$ cat config.mk
export PLATFORM = sky130hd
export DESIGN_NAME = cacheline_arbiter
export DESIGN_NICKNAME = d
export VERILOG_FILES = /design/src/rtl/cacheline_arbiter.sv
export SDC_FILE = /design/constraint.sdc
export NUM_CORES = 1
export LEC_CHECK = 0
export ABC_AREA = 1
export CAP_MARGIN = 20
export CORE_AREA = 2 2 543 545
export CTS_BUF_LIST = sky130_fd_sc_hd__clkbuf_8
export CTS_CLUSTER_SIZE = 24
export DETAILED_ROUTE_END_ITERATION = 10
export DIE_AREA = 0 0 545 547
export HOLD_SLACK_MARGIN = 0.15
export PLACE_DENSITY_LB_ADDON = 0.1
export SETUP_SLACK_MARGIN = 0.5
export SYNTH_ARGS = -nofsm -noshare
export SYNTH_HDL_FRONTEND = slang
export SYNTH_SLANG_ARGS = --single-unit
$ cat constraint.sdc
create_clock -name clk -period 13 [get_ports clk]
set_input_delay 2.6 -clock clk [delete_from_list [all_inputs] [get_ports clk]]
set_output_delay 2.6 -clock clk [all_outputs]
set_load 0.01 [all_outputs]
$ cat src/rtl/cacheline_arbiter.sv
// Round-robin arbiter sharing one cacheline memory port between the I-cache and D-cache miss paths.
// The winning request is latched at grant and held on the memory port until pmem_resp.
module cacheline_arbiter #(
    parameter int LINE_W = 256,
    parameter int ADDR_W = 32
) (
    input  logic              clk,
    input  logic              rst,
    input  logic              i_read,
    input  logic [ADDR_W-1:0] i_address,
    output logic [LINE_W-1:0] i_rdata,
    output logic              i_resp,
    input  logic              d_read,
    input  logic              d_write,
    input  logic [ADDR_W-1:0] d_address,
    input  logic [LINE_W-1:0] d_wdata,
    output logic [LINE_W-1:0] d_rdata,
    output logic              d_resp,
    output logic              pmem_read,
    output logic              pmem_write,
    output logic [ADDR_W-1:0] pmem_address,
    output logic [LINE_W-1:0] pmem_wdata,
    input  logic [LINE_W-1:0] pmem_rdata,
    input  logic              pmem_resp,
    output logic [1:0]        dbg_state_o
);

    typedef enum logic [1:0] {
        IDLE    = 2'd0,
        GRANT_I = 2'd1,
        GRANT_D = 2'd2,
        DONE    = 2'd3
    } state_e;

    localparam logic [ADDR_W-1:0] LINE_MASK = {{(ADDR_W-5){1'b1}}, 5'b0};

    state_e            state_q, state_d;
    logic              last_grant_q, last_grant_d;
    logic [ADDR_W-1:0] addr_q, addr_d;
    logic [LINE_W-1:0] wdata_q, wdata_d;
    logic              write_q, write_d;
    logic              d_req;
    logic              pick_d;

    // On contention D wins exactly when I was served last (last_grant = 0).
    assign d_req       = d_read | d_write;
    assign pick_d      = d_req & (~i_read | ~last_grant_q);
    assign dbg_state_o = state_q;

    always_ff @(posedge clk or posedge rst) begin
        if (rst) begin
            state_q      <= IDLE;
            last_grant_q <= 1'b0;
            addr_q       <= '0;
            wdata_q      <= '0;
            write_q      <= 1'b0;
        end else begin
            state_q      <= state_d;
            last_grant_q <= last_grant_d;
            addr_q       <= addr_d;
            wdata_q      <= wdata_d;
            write_q      <= write_d;
        end
    end

    always_comb begin
        state_d      = state_q;
        last_grant_d = last_grant_q;
        addr_d       = addr_q;
        wdata_d      = wdata_q;
        write_d      = write_q;
        i_rdata      = '0;
        i_resp       = 1'b0;
        d_rdata      = '0;
        d_resp       = 1'b0;
        pmem_read    = 1'b0;
        pmem_write   = 1'b0;
        pmem_address = '0;
        pmem_wdata   = '0;

        case (state_q)
            IDLE: begin
                if (pick_d) begin
                    state_d      = GRANT_D;
                    last_grant_d = 1'b1;
                    addr_d       = d_address & LINE_MASK;
                    wdata_d      = d_wdata;
                    write_d      = d_write;
                end else if (i_read) begin
                    state_d      = GRANT_I;
                    last_grant_d = 1'b0;
                    addr_d       = i_address & LINE_MASK;
                    wdata_d      = '0;
                    write_d      = 1'b0;
                end
            end
            GRANT_I, GRANT_D: begin
                // Memory side sees only latched values, so requester changes mid-grant are invisible.
                pmem_read    = ~write_q;
                pmem_write   = write_q;
                pmem_address = addr_q;
                pmem_wdata   = wdata_q;
                if (pmem_resp) begin
                    state_d = DONE;
                    if (state_q == GRANT_I) begin
                        i_resp  = 1'b1;
                        i_rdata = pmem_rdata;
                    end else begin
                        d_resp  = 1'b1;
                        d_rdata = pmem_rdata;
                    end
                end
            end
            DONE: begin
                state_d = IDLE;
            end
            default: begin
                state_d = IDLE;
            end
        endcase
    end

endmodule

**Run 1: close-up of the layout**

Region (384, 385) to (434, 435) um. Cells in gray, sequential cells in the stronger gray; small squares are vias.
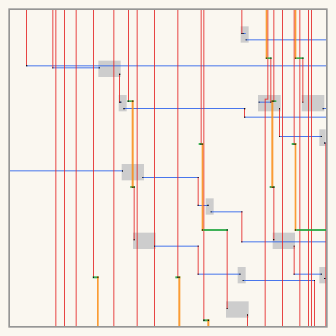
Key: red = met2; orange = met4; blue = met1; green = met3
Sequential cells in the window: 0. Most frequent: clkdlybuf4s50_1 (7), inv_1 (6). 13 logic cells have their middle in the window.

**Run 1: the clock network**

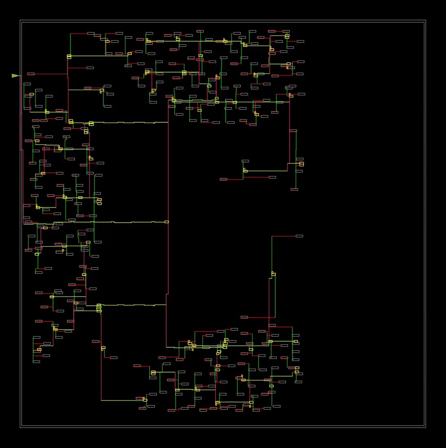
later-pin clock latency in the skew report: 750 ps
clock skew: 60.4 ps
flip-flops: 287

==> run_results.csv, run 1 <==
group,metric,value,unit
run_status,run_status,"complete, no violations",
setup_path,worst_path_dominant_cell_family,"buffers and inverters",
run,tool_warnings,51,
sta,setup_slack,4740,ps
power,power.switching,3520,uW
power,p_clk_frac,0.157,
power,pg_seq,1480,uW
logic_synthesis,aoi_share,0.00231,
clock_tree,cts_resized,0,
logic_synthesis,syn_area,0.0168,sq mm
setup_path,path_cells,"clkdlybuf4s50_1 -> inv_1 -> nor2_1 -> nand2_4 -> buf_4 -> buf_12 -> nor2_1 -> clkdlybuf4s50_1",
worst_hold_path,hp-class,"flop to flop",
logic_synthesis,top_area_cell,"dfrtp_1",
sta,setup-tns-final,0,ps
logic_synthesis,top_logic_kind,"simple AND/OR/NAND/NOR gates",
drt,detail_route.wl_per_cell,23.4,um
drt,drc,0,
finish,largest_reg_flops,256,
finish,final_cell_mix,"clkdlybuf4s50_1 (1372), nand2_1 (1205), inv_1 (578), nor2_1 (515), dfrtp_1 (287)",
finish,fin_util,0.124,
drt,avgViaCountPerCell,2.74,
clock_tree,cts_tree,"built",
floorplanning,tap_cells,3919,
logic_synthesis,fa_ha_area_frac,0.00224,
logic_synthesis,ys_sh_xor,0,
logic_synthesis,top_cells_by_count,"nand2_1 (1207), inv_1 (553), nor2_1 (515)",
power,p_comb_frac,0.639,
setup_path,crit_type,"input port to output port",
drt,wl_met3,17.9,mm
worst_hold_path,hold_end,"wdata_q[150]$_DFFE_PP0P_",
place,placed_cell_area,0.0349,sq mm
finish,fin_nets,4655,
place,hpwlAfterDp,158,mm
drt,drt-total-wl,189,mm
setup_path,cp_num_buf_inv,5,
logic_synthesis,syn_area_per_cell,6.08,sq um
logic_synthesis,yosysTopAreaCellShare,0.428,
sta,hold_slack,467,ps
setup_path,rr_worst_depth,8,
setup_path,crit_end,"d_rdata[93]",
worst_hold_path,whs_path_depth,2,
finish,fillers,34200,
logic_synthesis,edf_count,0,
floorplanning,num_io_pins,1388,
global_route,grtUsageMet2,0.230,
logic_synthesis,ys_cells,2761,
floorplanning,die_area,0.298,sq mm
setup_path,cp_max_fo,176,
setup_path,crit_slowest_cell,"buf_4",
global_route,grt_antenna_before_repair,131,
floorplanning,fp-utilization,0.0574,
finish,drive_gt1_frac,0.0296,
sta,slew_headroom,0.287,
clock_tree,clkTransAtPathRegs,50,ps
finish,buf_share,0.385,
power,intPower,3710,uW
logic_synthesis,synth_cell_type_count,15,
global_route,grt_remaining_overflow,0,
sta,period_used_share,0.635,
setup_path,crit_arrival,5660,ps
drt,first_pass_iters,4,
power,largestPowerGroup,"combinational logic",
finish,final_common_cell,"clkdlybuf4s50_1",
finish,clk_share,0.0365,
place,place_inst,7916,
finish,dominant_cells,"buffers",
logic_synthesis,synthMuxAreaShare,0,
power,pg_clk,1140,uW
sta,rsz0062_at_grt,"false",
place,gp_congestion,0.849,
finish,logic_area,0.00673,sq mm
global_route,track_usage,0.122,
finish,n_all_buffers,1394,
setup_path,cp.depth,8,
clock_tree,htree_num_levels,3,
setup_path,crit_start,"pmem_resp",
drt,drt-initial-drc-count,1162,
logic_synthesis,yosys.cell_count.top_type,"nand2_1",
floorplanning,fp-row-count,199,
global_route,use_met1,0.115,
clock_tree,cts-hold-fix-buffers,0,
place,port_buffers,1372,
**Run 1: signal wires on met4**

(1 px per um) Supply wires on this layer in gray. Cells faint in the background.
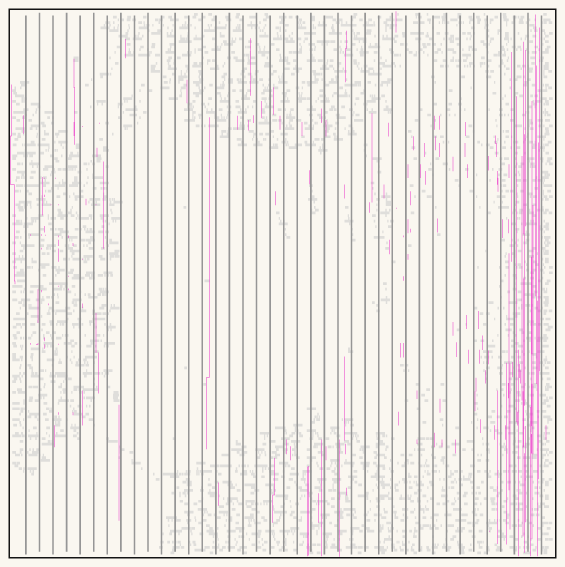
The longest straight run is 343 um. The wires run mostly vertical. 138 nets have wire on it.

==> run 2: changes to the inputs <==
- clock period: 13 -> 8.2 ns (I/O delays scaled with it)
**Run 2: ports around the boundary**

Pins as bars across the die edge, other pins in gray.
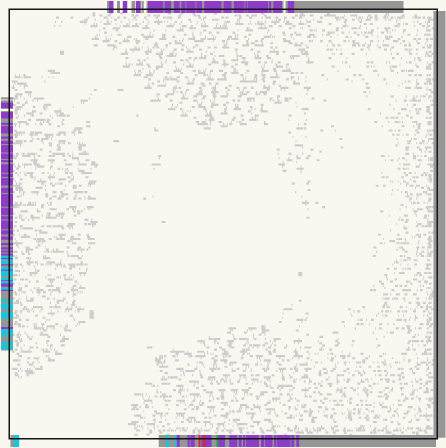
Key: cyan = i_address [pins 32, direction input, edge 24 left, 8 bottom]; red = dbg_state_o [pins 2, direction output, edge bottom]; purple = pmem_wdata [pins 256, direction output, edge 110 top, 78 left, 68 bottom]; green = i_resp [pins 1, direction output, edge bottom]

**Run 2: signal wires on met4**

(1 px per um) Supply wires on this layer in gray. Cells faint in the background.
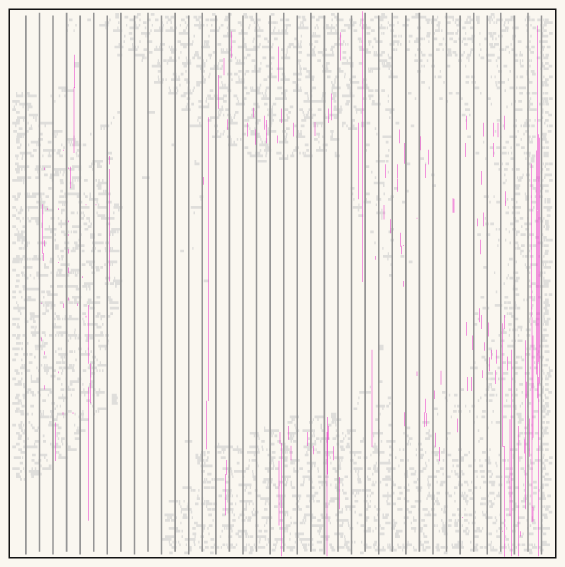
The layer carries 5560 um of wire. The longest straight run is 284 um. The layer holds 3.0% of the routed length. 124 nets have wire on it. The wires run mostly vertical.

==> run 2 against run 1 <==
- via count fell by 0.50%
- clock power is 58% higher
- hold slack improved by 0.57 ps
- register-to-register slack got worse by 4400 ps
- critical path type unchanged
- combinational power up 58%
- core utilization about the same
- total power increased by 58%
- flip-flop count is the same
- clock-buffer cell count increased by 2
- die area unchanged
- first-iteration DRC count decreased by 19%
- synthesized area is the same
==> run_results.csv, run 2 <==
group,metric,value,unit
finish,final_common_cell,"clkdlybuf4s50_1",
finish,layout.cells.non_filler,8055,
worst_hold_path,hold_end,"wdata_q[187]$_DFFE_PP0P_",
floorplanning,fp.dieW,545,um
drt,drt-total-wl,186,mm
logic_synthesis,synthMuxAreaShare,0,
setup_path,rr_startpoint,"last_grant_q$_DFFE_PP0P_",
logic_synthesis,synth_flops,287,
logic_synthesis,top_logic_kind,"simple AND/OR/NAND/NOR gates",
logic_synthesis,yosys.cell_count.top_type,"nand2_1",
place,placed_cell_area,0.0349,sq mm
finish,dominant_cells,"buffers",
logic_synthesis,ys_cells,2761,
drt,avgViaCountPerCell,2.73,
power,worst_ir_drop_vdd,0.330,mV
finish,final_cell_mix,"clkdlybuf4s50_1 (1372), nand2_1 (1205), inv_1 (565), nor2_1 (515), dfrtp_1 (287)",
global_route,grt_pass1_vias,22300,
drt,routed.top_layer,"met5",
run,tool_warnings,57,
global_route,grt_antenna_before_repair,127,
logic_synthesis,top_area_cell,"dfrtp_1",
drt,wl_met2,99.8,mm
sta,setup_slack,1770,ps
floorplanning,num_io_pins,1388,
finish,fin_util,0.124,
power,p_per_area,316,mW/mm^2
finish,buf_share,0.386,
setup_path,cp_max_fo,78,
global_route,grt_remaining_overflow,0,
logic_synthesis,yosysTopAreaCellShare,0.428,
place,port_buffers,1372,
worst_hold_path,worstHoldStart,"wdata_q[187]$_DFFE_PP0P_",
place,gp_congestion,0.792,
finish,syn_to_final_growth,116,%
power,power.switching,5540,uW
finish,fin_nets,4660,
finish,combAreaFraction,0.185,
logic_synthesis,ys_sh_xor,0,
power,powerComb,7310,uW
sta,rsz0062_at_grt,"false",
finish,clkbuf_count,82,
place,place_inst,7920,
sta,hold_viol_final,0,
floorplanning,fp-utilization,0.0574,
finish,n_all_buffers,1398,
logic_synthesis,fa_ha_area_frac,0.00224,
power,p_comb_frac,0.639,
sta,hold_slack,468,ps
power,largestPowerGroup,"combinational logic",
sta,setup-tns-final,0,ps
logic_synthesis,synthCells,2761,
power,p_clk_frac,0.157,
global_route,track_usage,0.120,
worst_hold_path,whs_path_depth,2,
power,pg_seq,2340,uW
logic_synthesis,synth_cell_type_count,15,
sta,max_freq,156,MHz
setup_path,cp_num_buf_inv,5,
setup_path,crit_start,"pmem_resp",
drt,wl_met3,16.6,mm
finish,clk_share,0.0361,
finish,logic_area,0.00673,sq mm
finish,flops,287,
floorplanning,die_area,0.298,sq mm
finish,drive_gt1_frac,0.0316,
setup_path,crit_required,6560,ps
run_status,run_status,"complete, no violations",
setup_path,regToRegSetupSlack,5230,ps
worst_hold_path,hp-class,"flop to flop",
logic_synthesis,aoi_share,0.00231,
setup_path,cp.depth,8,
logic_synthesis,simple_gate_share,0.394,
drt,drt-initial-drc-count,942,
clock_tree,htree_num_levels,3,
drt,first_pass_iters,4,
finish,largest_reg_flops,256,
sta,worst_pin_slew,1070,ps
power,switching_share,0.484,
clock_tree,cts-hold-fix-buffers,0,
setup_path,crit_end,"i_rdata[69]",
clock_tree,cts_resized,0,
global_route,use_met1,0.116,
power,pg_clk,1800,uW
sta,slew_headroom,0.284,
setup_path,worst_path_dominant_cell_family,"buffers and inverters",
sta,period_used_share,0.784,
clock_tree,clkTransAtPathRegs,60,ps
global_route,grt.busiest_layer,"met2",
floorplanning,fp-row-count,199,
setup_path,rr_worst_depth,7,
power,intPower,5910,uW
setup_path,r2r_end,"wdata_q[172]$_DFFE_PP0P_",
drt,drc,0,
setup_path,crit_slowest_cell,"buf_4",
sta,finClkSkew,45.1,ps
logic_synthesis,syn_area_per_cell,6.08,sq um
finish,fillers,34200,
setup_path,crit_arrival,4790,ps
place,hpwlAfterDp,154,mm
setup_path,crit_type,"input port to output port",
finish,seq_area_frac,0.198,
drt,detail_route.wl_per_cell,23.1,um
sta,finalCriticalPeriod,6430,ps
logic_synthesis,edf_count,0,
logic_synthesis,top_cells_by_count,"nand2_1 (1207), inv_1 (553), nor2_1 (515)",
global_route,grtUsageMet3,0.0448,
clock_tree,insertion_delay,730,ps
clock_tree,cts_tree,"built",
logic_synthesis,syn_area,0.0168,sq mm
floorplanning,tap_cells,3919,
global_route,grtUsageMet2,0.230,
setup_path,path_cells,"clkdlybuf4s50_1 -> nand2_1 -> inv_1 -> nand2_4 -> buf_4 -> buf_4 -> nor2_1 -> clkdlybuf4s50_1",
==> run 3: changes to the inputs <==
- clock period: 8.2 -> 6.57 ns (I/O delays scaled with it)
**Run 3: ports around the boundary**

Pins as bars across the die edge, other pins in gray.
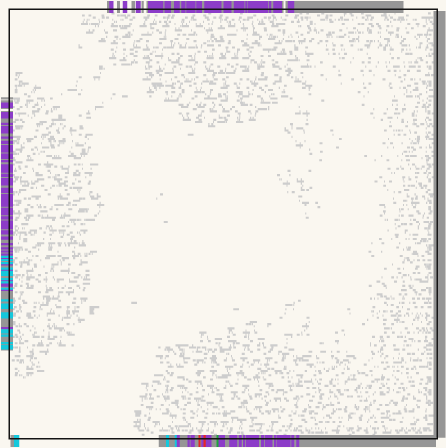
Die X: 545 um
I/O Buffers: 1372
Die H: 547 um

**Run 3: signal wires on met3**

(1 px per um) Cells faint in the background.
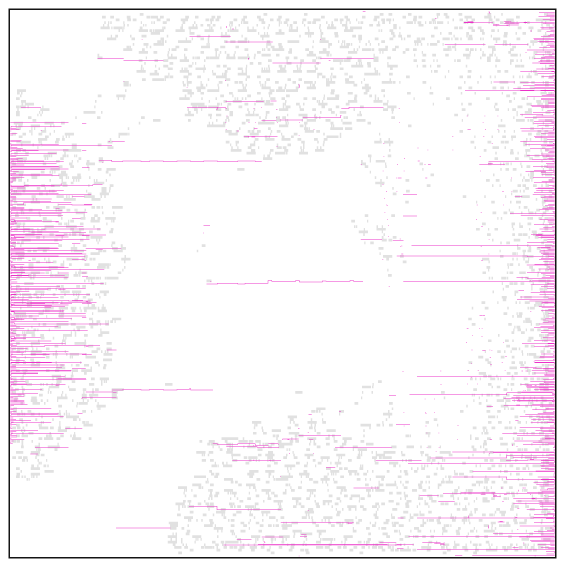
The longest straight run is 178 um. The layer carries 17300 um of wire.

==> run 3 against run 2 <==
- synthesized area unchanged
- non-clock buffer count increased by 14
- synthesized cell count unchanged
- flip-flop count unchanged
- largest cell class unchanged
- sequential power increased by 24%
- critical endpoint is now i_rdata[238]
- wire length about the same
- via count increased by 0.85%
- highest routed layer unchanged
==> run_results.csv, run 3 <==
group,metric,value,unit
logic_synthesis,top_logic_kind,"simple AND/OR/NAND/NOR gates",
finish,layout.cells.non_filler,8091,
power,pg_clk,2400,uW
setup_path,cp_num_buf_inv,4,
logic_synthesis,synth_flops,287,
sta,max_freq,191,MHz
power,worst_ir_drop_vdd,0.375,mV
logic_synthesis,syn_area,0.0168,sq mm
setup_path,crit_start,"pmem_resp",
logic_synthesis,syn_area_per_cell,6.08,sq um
drt,wl_met3,17.3,mm
finish,logic_area,0.00673,sq mm
sta,rsz0062_at_grt,"false",
finish,dominant_cells,"buffers",
logic_synthesis,simple_gate_share,0.394,
logic_synthesis,edf_count,0,
place,hpwlAfterDp,156,mm
finish,n_all_buffers,1412,
clock_tree,htree_num_levels,3,
logic_synthesis,top_area_cell,"dfrtp_1",
sta,worst_pin_slew,963,ps
power,intPower,7570,uW
global_route,grt_pass1_wl,236,mm
sta,finalCriticalPeriod,5230,ps
power,largestPowerGroup,"combinational logic",
clock_tree,cts-hold-fix-buffers,0,
finish,final_cell_mix,"clkdlybuf4s50_1 (1372), nand2_1 (1205), inv_1 (575), nor2_1 (515), dfrtp_1 (287)",
finish,regMostFlops,"wdata_q",
floorplanning,tap_cells,3919,
global_route,grt_antenna_before_repair,129,
clock_tree,insertion_delay,750,ps
sta,period_used_share,0.796,
logic_synthesis,top_cells_by_count,"nand2_1 (1207), inv_1 (553), nor2_1 (515)",
floorplanning,num_io_pins,1388,
finish,fin_util,0.125,
global_route,grtUsageMet3,0.0469,
finish,drive_gt1_frac,0.0358,
sta,hold_slack,466,ps
logic_synthesis,yosys.cell_count.top_type,"nand2_1",
place,gp_congestion,0.798,
setup_path,worst_path_dominant_cell_family,"buffers and inverters",
finish,largest_reg_flops,256,
sta,slew_headroom,0.358,
finish,combAreaFraction,0.184,
finish,clk_share,0.0397,
setup_path,cp_max_fo,65,
clock_tree,clkTransAtPathRegs,50,ps
run,tool_warnings,51,
setup_path,r2r_end,"wdata_q[103]$_DFFE_PP0P_",
floorplanning,die_area,0.298,sq mm
place,placed_cell_area,0.0351,sq mm
sta,setup-tns-final,0,ps
global_route,grtUsageMet2,0.226,
logic_synthesis,synthCells,2761,
setup_path,crit_arrival,3920,ps
setup_path,rr_startpoint,"dbg_state_o[1]$_DFFE_PP0P_",
worst_hold_path,hp-class,"flop to flop",
drt,drt-total-wl,186,mm
drt,avgViaCountPerCell,2.74,
finish,seq_area_frac,0.196,
power,switching_share,0.479,
finish,fin_nets,4673,
place,place_inst,7934,
finish,flops,287,
setup_path,regToRegSetupSlack,4180,ps
worst_hold_path,worstHoldStart,"wdata_q[253]$_DFFE_PP0P_",
global_route,grt_remaining_overflow,0,
logic_synthesis,synth_cell_type_count,15,
logic_synthesis,seq_area_frac_synth,0.428,
setup_path,rr_worst_depth,7,
finish,final_common_cell,"clkdlybuf4s50_1",
global_route,grt.busiest_layer,"met2",
setup_path,crit_end,"i_rdata[238]",
drt,detail_route.wl_per_cell,23.0,um
floorplanning,fp-row-count,199,
worst_hold_path,hold_end,"wdata_q[253]$_DFFE_PP0P_",
clock_tree,cts_resized,0,
clock_tree,cts_tree,"built",
drt,drc,0,
drt,first_pass_iters,5,
power,power.switching,6950,uW
drt,routed.top_layer,"met5",
power,p_clk_frac,0.166,
worst_hold_path,whs_path_depth,2,
setup_path,cp.depth,7,
power,p_per_area,397,mW/mm^2
power,p_comb_frac,0.634,
global_route,grt_pass1_vias,22900,
drt,drt-initial-drc-count,956,
logic_synthesis,ys_cells,2761,
logic_synthesis,synthMuxAreaShare,0,
logic_synthesis,ys_sh_xor,0,
setup_path,path_cells,"clkdlybuf4s50_1 -> nand2_1 -> inv_1 -> nand2_4 -> buf_4 -> nor2_1 -> clkdlybuf4s50_1",
global_route,use_met1,0.115,
logic_synthesis,aoi_share,0.00231,
power,powerComb,9200,uW
run_status,run_status,"complete, no violations",
setup_path,crit_required,5260,ps
finish,fillers,34100,
sta,finClkSkew,48.4,ps
global_route,track_usage,0.120,
finish,syn_to_final_growth,118,%
drt,wl_met2,98.7,mm
logic_synthesis,yosysTopAreaCellShare,0.428,
logic_synthesis,fa_ha_area_frac,0.00224,
setup_path,crit_type,"input port to output port",
finish,clkbuf_count,86,
sta,setup_slack,1340,ps
setup_path,crit_slowest_cell,"buf_4",
sta,hold_viol_final,0,
floorplanning,fp-utilization,0.0574,
finish,buf_share,0.387,
Power and IR drop assume default switching activity.
